[config.mk]
export PLATFORM = sky130hd
export DESIGN_NAME = clk_div_gen
export DESIGN_NICKNAME = d
export VERILOG_FILES = /design/src/rtl/clk_div_pkg.sv /design/src/rtl/clk_div_chan.sv /design/src/rtl/clk_div_gen.sv
export SDC_FILE = /design/constraint.sdc
export NUM_CORES = 1
export LEC_CHECK = 0
export ABC_AREA = 1
export CAP_MARGIN = 20
export CORE_MARGIN = 1.5
export CORE_UTILIZATION = 30
export DETAILED_ROUTE_END_ITERATION = 8
export PLACE_DENSITY = 0.52
export SYNTH_ARGS = -nofsm -noshare
export SYNTH_HDL_FRONTEND = slang
export SYNTH_SLANG_ARGS = --single-unit
export TNS_END_PERCENT = 30
[constraint.sdc]
create_clock -name RefClk -period 3.4 [get_ports RefClk]
set_input_delay 1.02 -clock RefClk [delete_from_list [all_inputs] [get_ports RefClk]]
set_output_delay 1.02 -clock RefClk [all_outputs]
set_load 0.02 [all_outputs]
[src/rtl/clk_div_pkg.sv]
// Shared constants for the multi-channel programmable clock divider.
package clk_div_pkg;

  // Default geometry of the divider bank
  localparam int DEF_WIDTH    = 8;
  localparam int DEF_CHANNELS = 2;

  // Per-channel output mode encoding
  localparam logic MODE_PULSE  = 1'b0;  // one ref cycle high per period
  localparam logic MODE_SQUARE = 1'b1;  // near-50% duty

  // Ratio loaded into both shadow and active registers at reset
  localparam int RST_RATIO = 2;

endpackage : clk_div_pkg

[src/rtl/clk_div_chan.sv]
// One divider channel: shadow ratio S, active ratio A, period counter C,
// a pending-update flag, and registered divided-clock / tick outputs.
// A only changes at a period boundary (or while the channel is idle), so a
// reload never truncates or stretches the period already in progress.
module clk_div_chan
  import clk_div_pkg::*;
#(
  parameter int WIDTH = DEF_WIDTH
) (
  input  logic             ref_clk,
  input  logic             rst_n,
  input  logic             en,
  input  logic             mode,
  input  logic             load,
  input  logic [WIDTH-1:0] n,
  output logic             out_freq,
  output logic             tick,
  output logic             busy
);

  localparam logic [WIDTH-1:0] MIN_RATIO = WIDTH'(2);
  localparam logic [WIDTH-1:0] ONE       = WIDTH'(1);
  localparam logic [WIDTH-1:0] RST_A     = WIDTH'(RST_RATIO);

  // Number of high cycles in square mode: ceil(a/2), one bit wider so that
  // the all-ones ratio does not wrap.
  function automatic logic [WIDTH:0] ceil_half(input logic [WIDTH-1:0] a);
    logic [WIDTH:0] t;
    t = {1'b0, a} + {{WIDTH{1'b0}}, 1'b1};
    return t >> 1;
  endfunction

  logic [WIDTH-1:0] s_q, s_d;
  logic [WIDTH-1:0] a_q, a_d;
  logic [WIDTH-1:0] c_q, c_d;
  logic             busy_q, busy_d;
  logic             out_q, out_d;
  logic             tick_q, tick_d;
  logic             run;
  logic             wrap;
  logic             square_hi;

  // Next-state logic: counter, ratio hand-over, pending flag and outputs.
  always_comb begin
    s_d       = s_q;
    a_d       = a_q;
    c_d       = c_q;
    busy_d    = busy_q;
    out_d     = 1'b0;
    tick_d    = 1'b0;
    run       = 1'b0;
    wrap      = 1'b0;
    square_hi = 1'b0;

    // A ratio below 2 cannot be divided; treat the channel as disabled.
    run  = en && (a_q >= MIN_RATIO);
    // >= rather than == keeps the counter bounded even if A ever shrank
    // underneath it.
    wrap = run && (c_q >= (a_q - ONE));

    if (load) begin
      s_d = n;
    end

    if (!run) begin
      // Idle: counter parked at 0, A follows S without waiting for a boundary.
      c_d = '0;
      a_d = s_q;
    end else if (wrap) begin
      // Period boundary: new ratio takes effect for the next period. A load
      // arriving in this same cycle lands in S and waits one more period.
      c_d = '0;
      a_d = s_q;
    end else begin
      c_d = c_q + ONE;
    end

    // Pending flag compares against the ratio that will be active after this
    // edge, so a load coinciding with a boundary stays pending correctly.
    if (load) begin
      busy_d = (n != a_d);
    end else if (!run || wrap) begin
      busy_d = 1'b0;
    end

    square_hi = ({1'b0, c_q} < ceil_half(a_q));
    if (run) begin
      out_d  = (mode == MODE_SQUARE) ? square_hi : (c_q == '0);
      tick_d = wrap;
    end
  end

  // State and output registers; everything returns to the reset ratio.
  always_ff @(posedge ref_clk or negedge rst_n) begin
    if (!rst_n) begin
      s_q    <= RST_A;
      a_q    <= RST_A;
      c_q    <= '0;
      busy_q <= 1'b0;
      out_q  <= 1'b0;
      tick_q <= 1'b0;
    end else begin
      s_q    <= s_d;
      a_q    <= a_d;
      c_q    <= c_d;
      busy_q <= busy_d;
      out_q  <= out_d;
      tick_q <= tick_d;
    end
  end

  assign out_freq = out_q;
  assign tick     = tick_q;
  assign busy     = busy_q;

endmodule : clk_div_chan

[src/rtl/clk_div_gen.sv]
// Bank of independent programmable clock dividers sharing one reference
// clock and one ratio-load strobe.
module clk_div_gen
  import clk_div_pkg::*;
#(
  parameter int WIDTH    = DEF_WIDTH,
  parameter int CHANNELS = DEF_CHANNELS
) (
  input  logic                      RefClk,
  input  logic                      reset,
  input  logic [CHANNELS-1:0]       en,
  input  logic [CHANNELS*WIDTH-1:0] N,
  input  logic [CHANNELS-1:0]       mode,
  input  logic                      load,
  output logic [CHANNELS-1:0]       OutFreq,
  output logic [CHANNELS-1:0]       tick,
  output logic [CHANNELS-1:0]       busy
);

  // One channel per ratio slice; load is broadcast to every channel.
  for (genvar i = 0; i < CHANNELS; i++) begin : g_chan
    clk_div_chan #(
      .WIDTH (WIDTH)
    ) u_chan (
      .ref_clk  (RefClk),
      .rst_n    (reset),
      .en       (en[i]),
      .mode     (mode[i]),
      .load     (load),
      .n        (N[i*WIDTH +: WIDTH]),
      .out_freq (OutFreq[i]),
      .tick     (tick[i]),
      .busy     (busy[i])
    );
  end

endmodule : clk_div_gen

Run 1, cells coloured by class:
Bar = 20 µm.
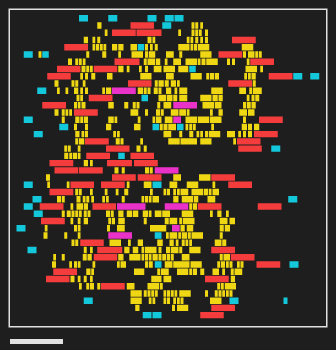
| class | colour | cells | share of their area |
|---|---|---|---|
| clock drivers and dummy loads | magenta | 8 | 4.0% |
| all other logic | yellow | 446 | 57% |
| flip-flops | red | 54 | 31% |
| other buffers and delay cells | cyan | 37 | 7.8% |
core box area: 13,140 µm²
Cell Rows: 42
flop share of the area: 0.2956
Layout Utilization: 0.3492

Run 1, clock routing:
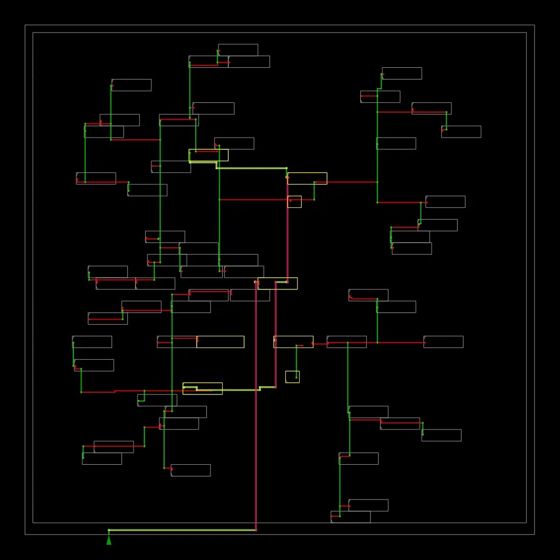
final clock skew: 7.988 ps
Seq Cell Count: 54
total CTS buffers: 5
Clock net power: 0.611 mW
Skew-Pair Late Insertion Delay: 300 ps

Run 1, clock distribution:
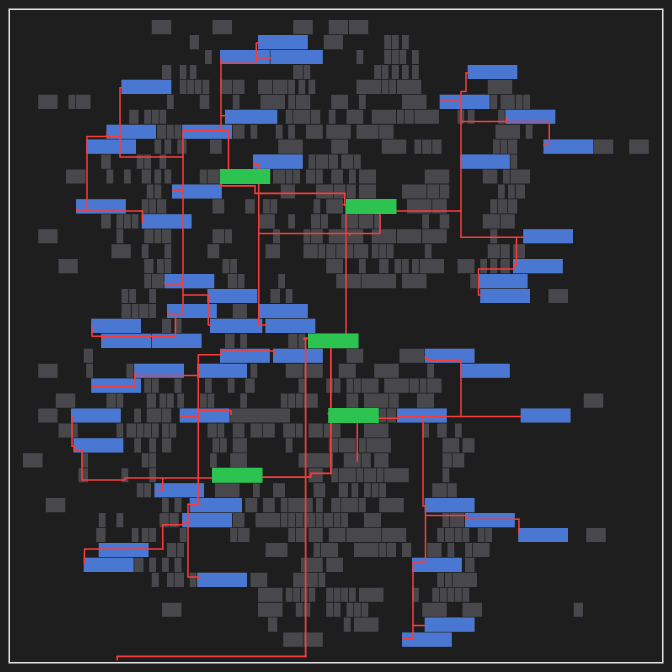
[flip-flops] blue | count: 54
[cells driving clock nets] green | count: 5
[clock wires] red | length: 828 µm
flops lie: widely spread
Clk pwr share: 0.260

## run 1: power by group
group | internal [mW] | total (mW) | switching, mW
logic | 0.354 | 0.893 | 0.540
clock network | 0.352 | 0.611 | 0.259
registers | 0.736 | 0.844 | 0.108
## run 1: cells by family (layout without fill, tap and decap cells)
kind of cell,Yosys count,count (layout)
compound gates,51,51
buf+inv,101,121
flops,54,54
xor+xnor,28,28
simple gates,250,251
fa+ha+maj,40,40
## run 1: synthesized netlist by cell type (7+ instances only)
master,number
nand4_1,23
xor2_1,24
nand3_1,24
o21ai_0,22
ha_1,40
dfrtp_1,50
nor2_1,43
a21oi_1,12
inv_1,76
nand2_1,126
buf_2,7
buf_4,8
buf_6,7
nor3_1,12
## run 1: routing by layer
metal	GRT usage	vias up	wire length, µm
li1	-	1717	-
met4	0.03614	0	106
met3	0.01737	7	190
met5	0	-	0
met1	0.1916	1529	4650
met2	0.2249	39	4185
## run 1: sequential cells by signal (all words and copies together) (netlist names)
register                cells
g_chan.u_chan.a_q          16
g_chan.u_chan.s_q          16
g_chan.u_chan.c_q          16
g_chan.u_chan.tick          2
g_chan.u_chan.busy          2
g_chan.u_chan.out_freq      2
## run 1: worst max-delay path: cells and delay by family (launching register included)
family                     cells  cell delay [ps]
and+or+nand+nor               14             1620
adders and majority gates      2              500
buffers and inverters          2              250
DFF                            1              400
xor gates and xnor gates       1              160
## run 1: final cells by class
cell class | count | area share
inverter | 76 | 0.06218
clock buffer | 5 | 0.02727
tap | 176 | 0.04800
sequential | 54 | 0.2956
timing repair buffer | 37 | 0.07472
clock inverter | 3 | 0.01036
multi-input combinational | 370 | 0.4819
==> Changelog: implementation, run 1 <==
### Implementation results

- H-tree Lvls: 2
- Comb area: 2211 µm²
- Hold path cells: 1
- I/O pins: 29
- Fmax: 327.7 MHz
- Crit share post-route: 0.8977
- Synth-to-Final Area Change: 14.20%
- Post-CTS sizing: 0
- Synth warnings: 0
- Mapped Cells: 524
- Die ar.: 14,100 µm²
- Register area: 1356 µm²
- Placer Congestion: 0.8544
- Initial DRC count: 184
- Total Routed Length: 9.133 mm
- CP Data Required Time: about 3600 ps
- Clock-pin slew on the worst setup and hold paths: 80 ps
- Antenna cells: 0
- Max Cap Violations: 0
- Hpwl dp: 7.144 mm
- Basic Gates by Area: 0.2846
- Minimum clock period: roughly 3000 ps
- Status: finished, final reports clean
- Vias in the first global route: 3,298
- Vias: 3,292
- Length in cells of the worst reg-to-reg path: 19
- Pin count of the biggest net entering global routing: 25
- # placed instances: 712
- Setup bufs post-CTS: 0
- Top_reg_cell synth: dfrtp_1
- Ys async rst share: 1.000
- Slowest-stage cell, CP: dfrtp_1
- Fill cells: 1,417
- Dominant logic cell types in the final layout: nand2_1, inv_1, dfrtp_1
- Most frequent logic cell in the layout: nand2_1
- Mean Syn Cell Area: ~7.7 µm²
- Global route overflow: 0
- CP dominant cell by count: nand2_1
- IO Port Bufs: 28
- Critical path origin: g_chan[1].u_chan.a_q[0]
- Final setup viols: 0
- Worst r2r src: g_chan[1].u_chan.a_q[0]
- Distinct cells, synth: 32
Run 1, I/O pins on the die edge:
Pins as bars across the die edge, other pins in grey.
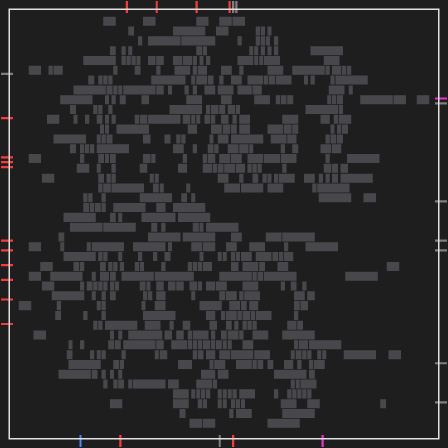

==> run 2, diff against run 1 <==
--- a/config.mk
+++ b/config.mk
@@ -8,9 +8,9 @@
 export ABC_AREA = 1
 export CAP_MARGIN = 20
 export CORE_MARGIN = 1.5
-export CORE_UTILIZATION = 30
+export CORE_UTILIZATION = 49
 export DETAILED_ROUTE_END_ITERATION = 8
-export PLACE_DENSITY = 0.52
+export PLACE_DENSITY = 0.74
 export SYNTH_ARGS = -nofsm -noshare
 export SYNTH_HDL_FRONTEND = slang
 export SYNTH_SLANG_ARGS = --single-unit
Run 2, I/O pins on the die edge:
Pins as bars across the die edge, other pins in grey.
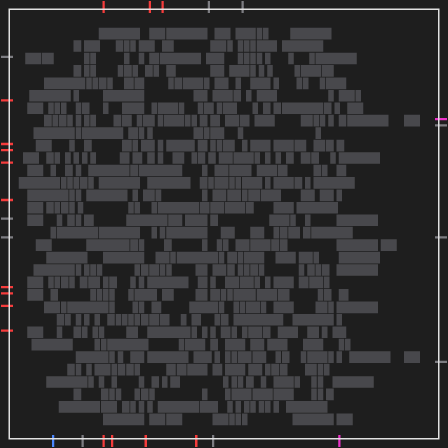
| port | colour | pins | direction | edge |
|---|---|---|---|---|
| mode | magenta | 2 | input | 1 east, 1 south |
| N | red | 16 | input | 9 west, 4 south, 3 north |
| RefClk | blue | 1 | input | south |
all pins by edge: 12 west, 8 south, 5 north, 4 east
DIE WIDTH: 93.55 µm
die height: 93.55 µm
IO Port Bufs: 28

Run 2, clock routing:
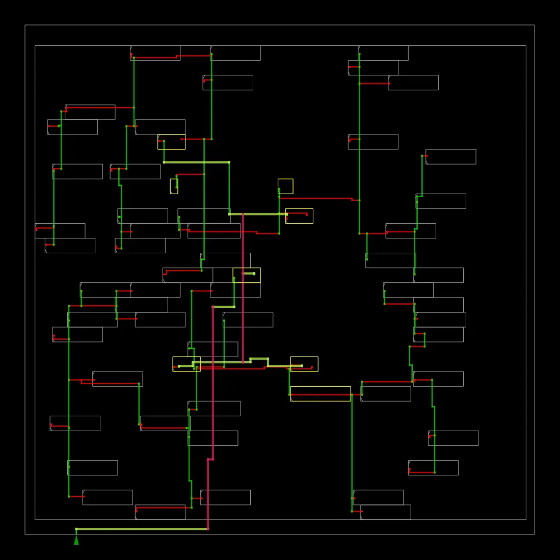
Clock net power: 0.453 mW
Skew-Pair Late Insertion Delay: 320 ps
final clock skew: 11.02 ps
number of clock sinks: 54
clock buffers: 6

==> run 2 against run 1 <==
  * Via count up 0.12%
  * Synthesized cell count did not move
  * Register-to-register slack about the same
  * Worst setup slack worse by 14 ps
  * Total power is 8.0% lower
  * Non-clock buffer count fell by 5
  * Sequential share of layout area up 1.3 points
  * First-iteration DRC count shrank 32%
  * Core utilization rose by 21 points
  * Clock-buffer cell count grew 1
  * Combinational power shrank 4.1%
==> Changelog: implementation, run 2 <==
### Implementation results

- CP Data Required Time: 3620 ps (+20 ps)
- Distinct cells, synth: 32 (unchanged)
- Ys async rst share: 1.000 (unchanged)
- Top-count cell post-synth: nand2_1
- Antenna cells: 0 (unchanged)
- Top_reg_cell synth: dfrtp_1
- Clk pwr share: 0.209 (-0.051)
- Comb group: 0.856 mW (-4.1%)
- Mean Syn Cell Area: 7.667 µm² (unchanged)
- Fmax: 326.2 MHz (-0.44%)
- Fill cells: 714 (-50%)
- Pin count of the biggest net entering global routing: 55 (+120%)
- Largest regs: g_chan.u_chan.a_q (16), g_chan.u_chan.c_q (16), g_chan.u_chan.s_q (16)
- Dominant logic cell types in the final layout: nand2_1, inv_1, dfrtp_1
- Status: finished, final reports clean
- Hpwl dp: 6.111 mm (-14%)
- Layout Utilization: 0.5598 (+0.2106)
- Initial DRC count: 126 (-32%)
- Mapped Cells: 524 (unchanged)
- Post-synth top cells: nand2_1, inv_1, dfrtp_1
-- run 2: cell types whose count changed in the layout (fill, tap and decap cells not counted), sizes merged --
cell	previous run	this run
clkinv	1	0
clkbuf	5	6
clkinvlp	0	1
nand3	27	26
buf	10	5
inv	77	76
-- run 2: path summary, 6_finish.rpt --
kind                                         start                       to  slack (ps)  cells past startpoint
max                        g_chan[0].u_chan.a_q[0]    g_chan[0].u_chan.busy         330                     16
min                        g_chan[0].u_chan.c_q[0]  g_chan[0].u_chan.c_q[0]         470                      1
max reg2reg                g_chan[0].u_chan.a_q[0]    g_chan[0].u_chan.busy         330                     16
min reg2reg                g_chan[0].u_chan.c_q[0]  g_chan[0].u_chan.c_q[0]         470                      1
max in group asynchronous                    reset  g_chan[0].u_chan.a_q[1]        2420                      2
min in group asynchronous                    reset  g_chan[1].u_chan.s_q[4]         690                      2
-- run 2: per-stage QoR --
step           instance area [µm²]  worst slack (ps)
2_1_floorplan                 4018             835.0
3_3_place_gp                  4278             311.3
3_5_place_dp                  4278             233.5
4_1_cts                       4388             221.8
5_1_grt                       4393             30.20
6_report                      4393             334.3
-- run 2: final cells by class --
class / count / area, µm² / share of cell area
multi-input cells: 369 / 2196 / 0.4999
inverters: 76 / 285.3 / 0.06494
well taps: 102 / 127.6 / 0.02905
clock inverters: 2 / 37.54 / 0.008545
repair buffers: 32 / 317.8 / 0.07234
flip-flops and latches: 54 / 1356 / 0.3087
clock buffers: 6 / 72.57 / 0.01652
-- run 2: metal layers --
| layer | track usage | vias to the layer above | share of wire |
|---|---|---|---|
| met5 | 0 | - | 0 |
| met4 | 0.05970 | 0 | 0.014 |
| met3 | 0.02683 | 11 | 0.023 |
| met2 | 0.3563 | 49 | 0.47 |
| met1 | 0.2733 | 1530 | 0.49 |
| li1 | - | 1706 | - |
No activity file was given, so power comes from the tool's default toggle rates.
